## config.mk

```make
export PLATFORM = sky130hd
export DESIGN_NAME = vga_sync_timing_module
export DESIGN_NICKNAME = d
export VERILOG_FILES = /design/src/rtl/vga_timing_pkg.sv /design/src/rtl/vga_sync_delay.sv /design/src/rtl/vga_sync_timing_module.sv
export SDC_FILE = /design/constraint.sdc
export NUM_CORES = 1
export LEC_CHECK = 0
export CAP_MARGIN = 10
export CORE_MARGIN = 2
export CORE_UTILIZATION = 30
export DETAILED_ROUTE_END_ITERATION = 10
export SYNTH_ARGS = -nofsm -noshare
export SYNTH_HDL_FRONTEND = slang
export SYNTH_HIERARCHICAL = 1
export SYNTH_SLANG_ARGS = --single-unit
```

## constraint.sdc

```tcl
create_clock -name CLK -period 2.9 [get_ports CLK]
set_input_delay 0.29 -clock CLK [delete_from_list [all_inputs] [get_ports CLK]]
set_output_delay 0.29 -clock CLK [all_outputs]
set_load 0.01 [all_outputs]
```

## src/rtl/vga_timing_pkg.sv

```systemverilog
// vga_timing_pkg: shared VGA raster constants, counter type and timing FSM states
package vga_timing_pkg;

    typedef enum logic [1:0] {IDLE, RUN, DRAIN} state_t;
    typedef logic [10:0] cnt_t;

    localparam int H800_SYNC = 120;
    localparam int H800_BP   = 64;
    localparam int H800_ACT  = 800;
    localparam int H800_FP   = 56;
    localparam int V800_SYNC = 6;
    localparam int V800_BP   = 23;
    localparam int V800_ACT  = 600;
    localparam int V800_FP   = 37;

    localparam int H640_SYNC = 96;
    localparam int H640_BP   = 48;
    localparam int H640_ACT  = 640;
    localparam int H640_FP   = 16;
    localparam int V640_SYNC = 2;
    localparam int V640_BP   = 33;
    localparam int V640_ACT  = 480;
    localparam int V640_FP   = 10;

    localparam int H_TOTAL     = H800_SYNC + H800_BP + H800_ACT + H800_FP;
    localparam int V_TOTAL     = V800_SYNC + V800_BP + V800_ACT + V800_FP;
    localparam int H_ACT_START = H800_SYNC + H800_BP;
    localparam int V_ACT_START = V800_SYNC + V800_BP;

    function automatic logic in_window(input cnt_t c, input cnt_t lo, input cnt_t hi);
        return (c >= lo) && (c < hi);
    endfunction

endpackage

```

## src/rtl/vga_sync_delay.sv

```systemverilog
// vga_sync_delay: DEPTH-stage sync shift register resetting to the inactive level
module vga_sync_delay #(
    parameter int   DEPTH = 1,
    parameter logic INIT  = 1'b0
) (
    input  logic CLK,
    input  logic RST_n,
    input  logic din,
    output logic dout
);

    if (DEPTH == 0) begin : g_bypass
        assign dout = din;
    end else begin : g_pipe
        logic [DEPTH-1:0] sr_q, sr_d;
        always_comb begin
            sr_d = DEPTH'({sr_q, din});
        end
        always_ff @(posedge CLK or negedge RST_n) begin
            if (!RST_n) sr_q <= {DEPTH{INIT}};
            else        sr_q <= sr_d;
        end
        assign dout = sr_q[DEPTH-1];
    end

endmodule

```

## src/rtl/vga_sync_timing_module.sv

```systemverilog
// vga_sync_timing_module: VGA raster counters, run/drain FSM, active-area addresses and delayed syncs
module vga_sync_timing_module
    import vga_timing_pkg::*;
#(
    parameter int   H_SYNC   = H800_SYNC,
    parameter int   H_BP     = H800_BP,
    parameter int   H_ACT    = H800_ACT,
    parameter int   H_FP     = H800_FP,
    parameter int   V_SYNC   = V800_SYNC,
    parameter int   V_BP     = V800_BP,
    parameter int   V_ACT    = V800_ACT,
    parameter int   V_FP     = V800_FP,
    parameter logic HS_POL   = 1'b1,
    parameter logic VS_POL   = 1'b1,
    parameter int   SYNC_DLY = 1
) (
    input  logic        CLK,
    input  logic        RST_n,
    input  logic        En,
    output logic        Ready_Sig,
    output logic [10:0] Column_Addr_Sig,
    output logic [10:0] Row_Addr_Sig,
    output logic        HSYNC_Sig,
    output logic        VSYNC_Sig,
    output logic        Frame_Start_Sig
);

    localparam cnt_t H_LAST     = cnt_t'(H_SYNC + H_BP + H_ACT + H_FP - 1);
    localparam cnt_t V_LAST     = cnt_t'(V_SYNC + V_BP + V_ACT + V_FP - 1);
    localparam cnt_t H_SYNC_END = cnt_t'(H_SYNC);
    localparam cnt_t V_SYNC_END = cnt_t'(V_SYNC);
    localparam cnt_t H_ACT_LO   = cnt_t'(H_SYNC + H_BP);
    localparam cnt_t H_ACT_HI   = cnt_t'(H_SYNC + H_BP + H_ACT);
    localparam cnt_t V_ACT_LO   = cnt_t'(V_SYNC + V_BP);
    localparam cnt_t V_ACT_HI   = cnt_t'(V_SYNC + V_BP + V_ACT);

    state_t state_q, state_d;
    cnt_t   hcnt_q, hcnt_d, vcnt_q, vcnt_d;
    cnt_t   col_q, col_d, row_q, row_d;
    logic   ready_q, ready_d, hs_q, hs_d, vs_q, vs_d, fs_q, fs_d;
    logic   running, line_end, frame_end, active;

    always_comb begin
        running   = state_q != IDLE;
        line_end  = hcnt_q == H_LAST;
        frame_end = line_end && (vcnt_q == V_LAST);
        // DRAIN holds off IDLE until the frame in flight has fully completed
        state_d   = En ? RUN
                  : (state_q == RUN) ? DRAIN
                  : (state_q == DRAIN && !frame_end) ? DRAIN
                  : IDLE;
        hcnt_d    = (!running || line_end) ? '0 : hcnt_q + cnt_t'(1);
        vcnt_d    = !running ? '0
                  : !line_end ? vcnt_q
                  : (vcnt_q == V_LAST) ? '0
                  : vcnt_q + cnt_t'(1);
        active    = running && in_window(hcnt_q, H_ACT_LO, H_ACT_HI) && in_window(vcnt_q, V_ACT_LO, V_ACT_HI);
        ready_d   = active;
        col_d     = active ? hcnt_q - H_ACT_LO : '0;
        row_d     = active ? vcnt_q - V_ACT_LO : '0;
        hs_d      = (running && hcnt_q < H_SYNC_END) ? HS_POL : ~HS_POL;
        vs_d      = (running && vcnt_q < V_SYNC_END) ? VS_POL : ~VS_POL;
        fs_d      = (state_d != IDLE) && (hcnt_d == '0) && (vcnt_d == '0);
    end

    always_ff @(posedge CLK or negedge RST_n) begin
        if (!RST_n) begin
            state_q <= IDLE;
            hcnt_q  <= '0;
            vcnt_q  <= '0;
            ready_q <= 1'b0;
            col_q   <= '0;
            row_q   <= '0;
            hs_q    <= ~HS_POL;
            vs_q    <= ~VS_POL;
            fs_q    <= 1'b0;
        end else begin
            state_q <= state_d;
            hcnt_q  <= hcnt_d;
            vcnt_q  <= vcnt_d;
            ready_q <= ready_d;
            col_q   <= col_d;
            row_q   <= row_d;
            hs_q    <= hs_d;
            vs_q    <= vs_d;
            fs_q    <= fs_d;
        end
    end

    // extra stages line the syncs up with the colour block's registered pixel
    vga_sync_delay #(.DEPTH(SYNC_DLY), .INIT(~HS_POL)) u_hs_dly (
        .CLK  (CLK),
        .RST_n(RST_n),
        .din  (hs_q),
        .dout (HSYNC_Sig)
    );

    vga_sync_delay #(.DEPTH(SYNC_DLY), .INIT(~VS_POL)) u_vs_dly (
        .CLK  (CLK),
        .RST_n(RST_n),
        .din  (vs_q),
        .dout (VSYNC_Sig)
    );

    assign Ready_Sig       = ready_q;
    assign Column_Addr_Sig = col_q;
    assign Row_Addr_Sig    = row_q;
    assign Frame_Start_Sig = fs_q;

endmodule

```

Routing congestion:
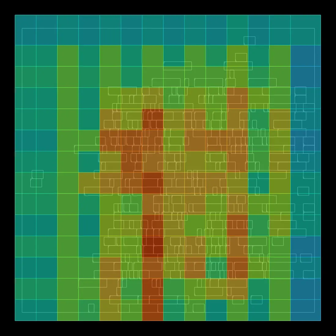
M2 GR Usage: 18.9%
met1 Use GR: 17.9%
final core occ: 36.2%
met3 Use GR: 1.97%

==> flow_summary.json <==
{
  "cp_max_fo": 7,
  "tool_warnings": 30,
  "initCoreUtil_pct": 31.1,
  "cts_max_level": 2,
  "power_clock_w": 0.000479,
  "gr-total-overflow": 0,
  "chipArea_mm2": 0.00991,
  "ys_sh_xor_pct": 8.96,
  "mux_share_pct": 1.14,
  "inverters": 12,
  "worst_setup_path_end_kind": "flop",
  "synth_flops": 52,
  "worstSetupPathType": "flop to flop",
  "critical_path_cell_count": 7,
  "drv_cap": 0,
  "cp-startpoint": "hcnt_q[4]",
  "wl_per_cell_um": 14.2,
  "comb_power_share_pct": 7.5,
  "vias": 2109,
  "reg2reg_to": "Frame_Start_Sig",
  "switching_share_pct": 23.2,
  "yosys.area.top_type_share_pct": 47.5,
  "ys_cells": 291,
  "num_tap_cells": 108,
  "comb-power_w": 0.000101,
  "grt_pass1_vias": 1962,
  "crit_arrival_ns": 2.67,
  "layout-drive-gt1-share_pct": 7.10,
  "syn-instance-count": 291,
  "r2r_start": "hcnt_q[4]",
  "final_cells": 418,
  "synth_chip_area_mm2": 0.00274,
  "worst_path_max_delay_cell": "dfrtp_1",
  "fillers": 890,
  "grt_usage_pct": 12.4,
  "synthAoiAreaFrac_pct": 9.73,
  "layout.nonclk_buf_share_pct": 10.0,
  "ys_types": 52,
  "avgSynthCellArea_um2": 9.41,
  "cp-endpoint": "Frame_Start_Sig",
  "ys_top_cells_by_count": "60 x nor2_1, 52 x dfrtp_1, 18 x xnor2_1",
  "maxUsedRoutingLayer": "met4",
  "die_w_um": 99.5,
  "relSlewSlack_pct": 52.8,
  "period_minus_slack_ns": 2.47,
  "post_cts_buffers": 0,
  "cts_buffers": 5,
  "path_cells": "ha_1 > and4_1 > nand3_1 > nand4bb_1 > a2111oi_0 > a21oi_1 > nor4_2",
  "core_region_area_mm2": 0.00881,
  "synth_nets": 300,
  "hold_viol": 0,
  "outcome": "finished, final reports clean",
  "cts_buffer_depth": 2,
  "hold_class": "input pin to asynchronous set/reset pin"
}
A small window of the routed layout:
Window x 37 to 62, y 37 to 62 um. Cells in gray, sequential cells in the stronger gray; small squares are vias.
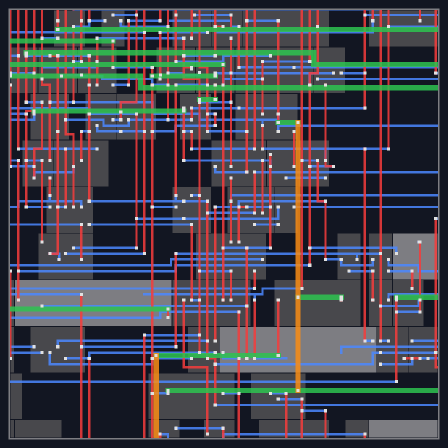
legend:
  red:
    layer: met2
  green:
    layer: met3
  blue:
    layer: met1
  orange:
    layer: met4
most frequent: nand4_1 (5), a21oi_1 (5)
sequential cells in the window: 2
cells with their middle in the window: 43
netlist names of flops here include: Frame_Start_Sig (1), vcnt_q (1)

==> through the flow <==
stage               util (%)  hold slack (ns)  total power, W
global placement        35.1            0.334        0.000881
global route            36.2           0.0730         0.00141
floorplan                  -         -0.00559        0.000838
finish                  36.2           0.0291         0.00135
detailed placement      35.1            0.338        0.000881
CTS                     36.2           0.0515         0.00136
==> placed cells by master, fill, tap and decap left out, types with 8 or more instances in the layout <==
| master | netlist | final |
|---|---|---|
| a21oi_1 | 9 | 9 |
| nand2_1 | 13 | 13 |
| xor2_1 | 10 | 10 |
| o21ai_0 | 12 | 12 |
| nor2_1 | 60 | 60 |
| nand3_1 | 11 | 11 |
| inv_1 | 12 | 12 |
| dfrtp_1 | 52 | 52 |
| nand4_1 | 8 | 8 |
| xnor2_1 | 18 | 18 |
| clkdlybuf4s50_1 | 0 | 27 |
Power figures rest on the tool's default switching activity, not on a simulated workload.
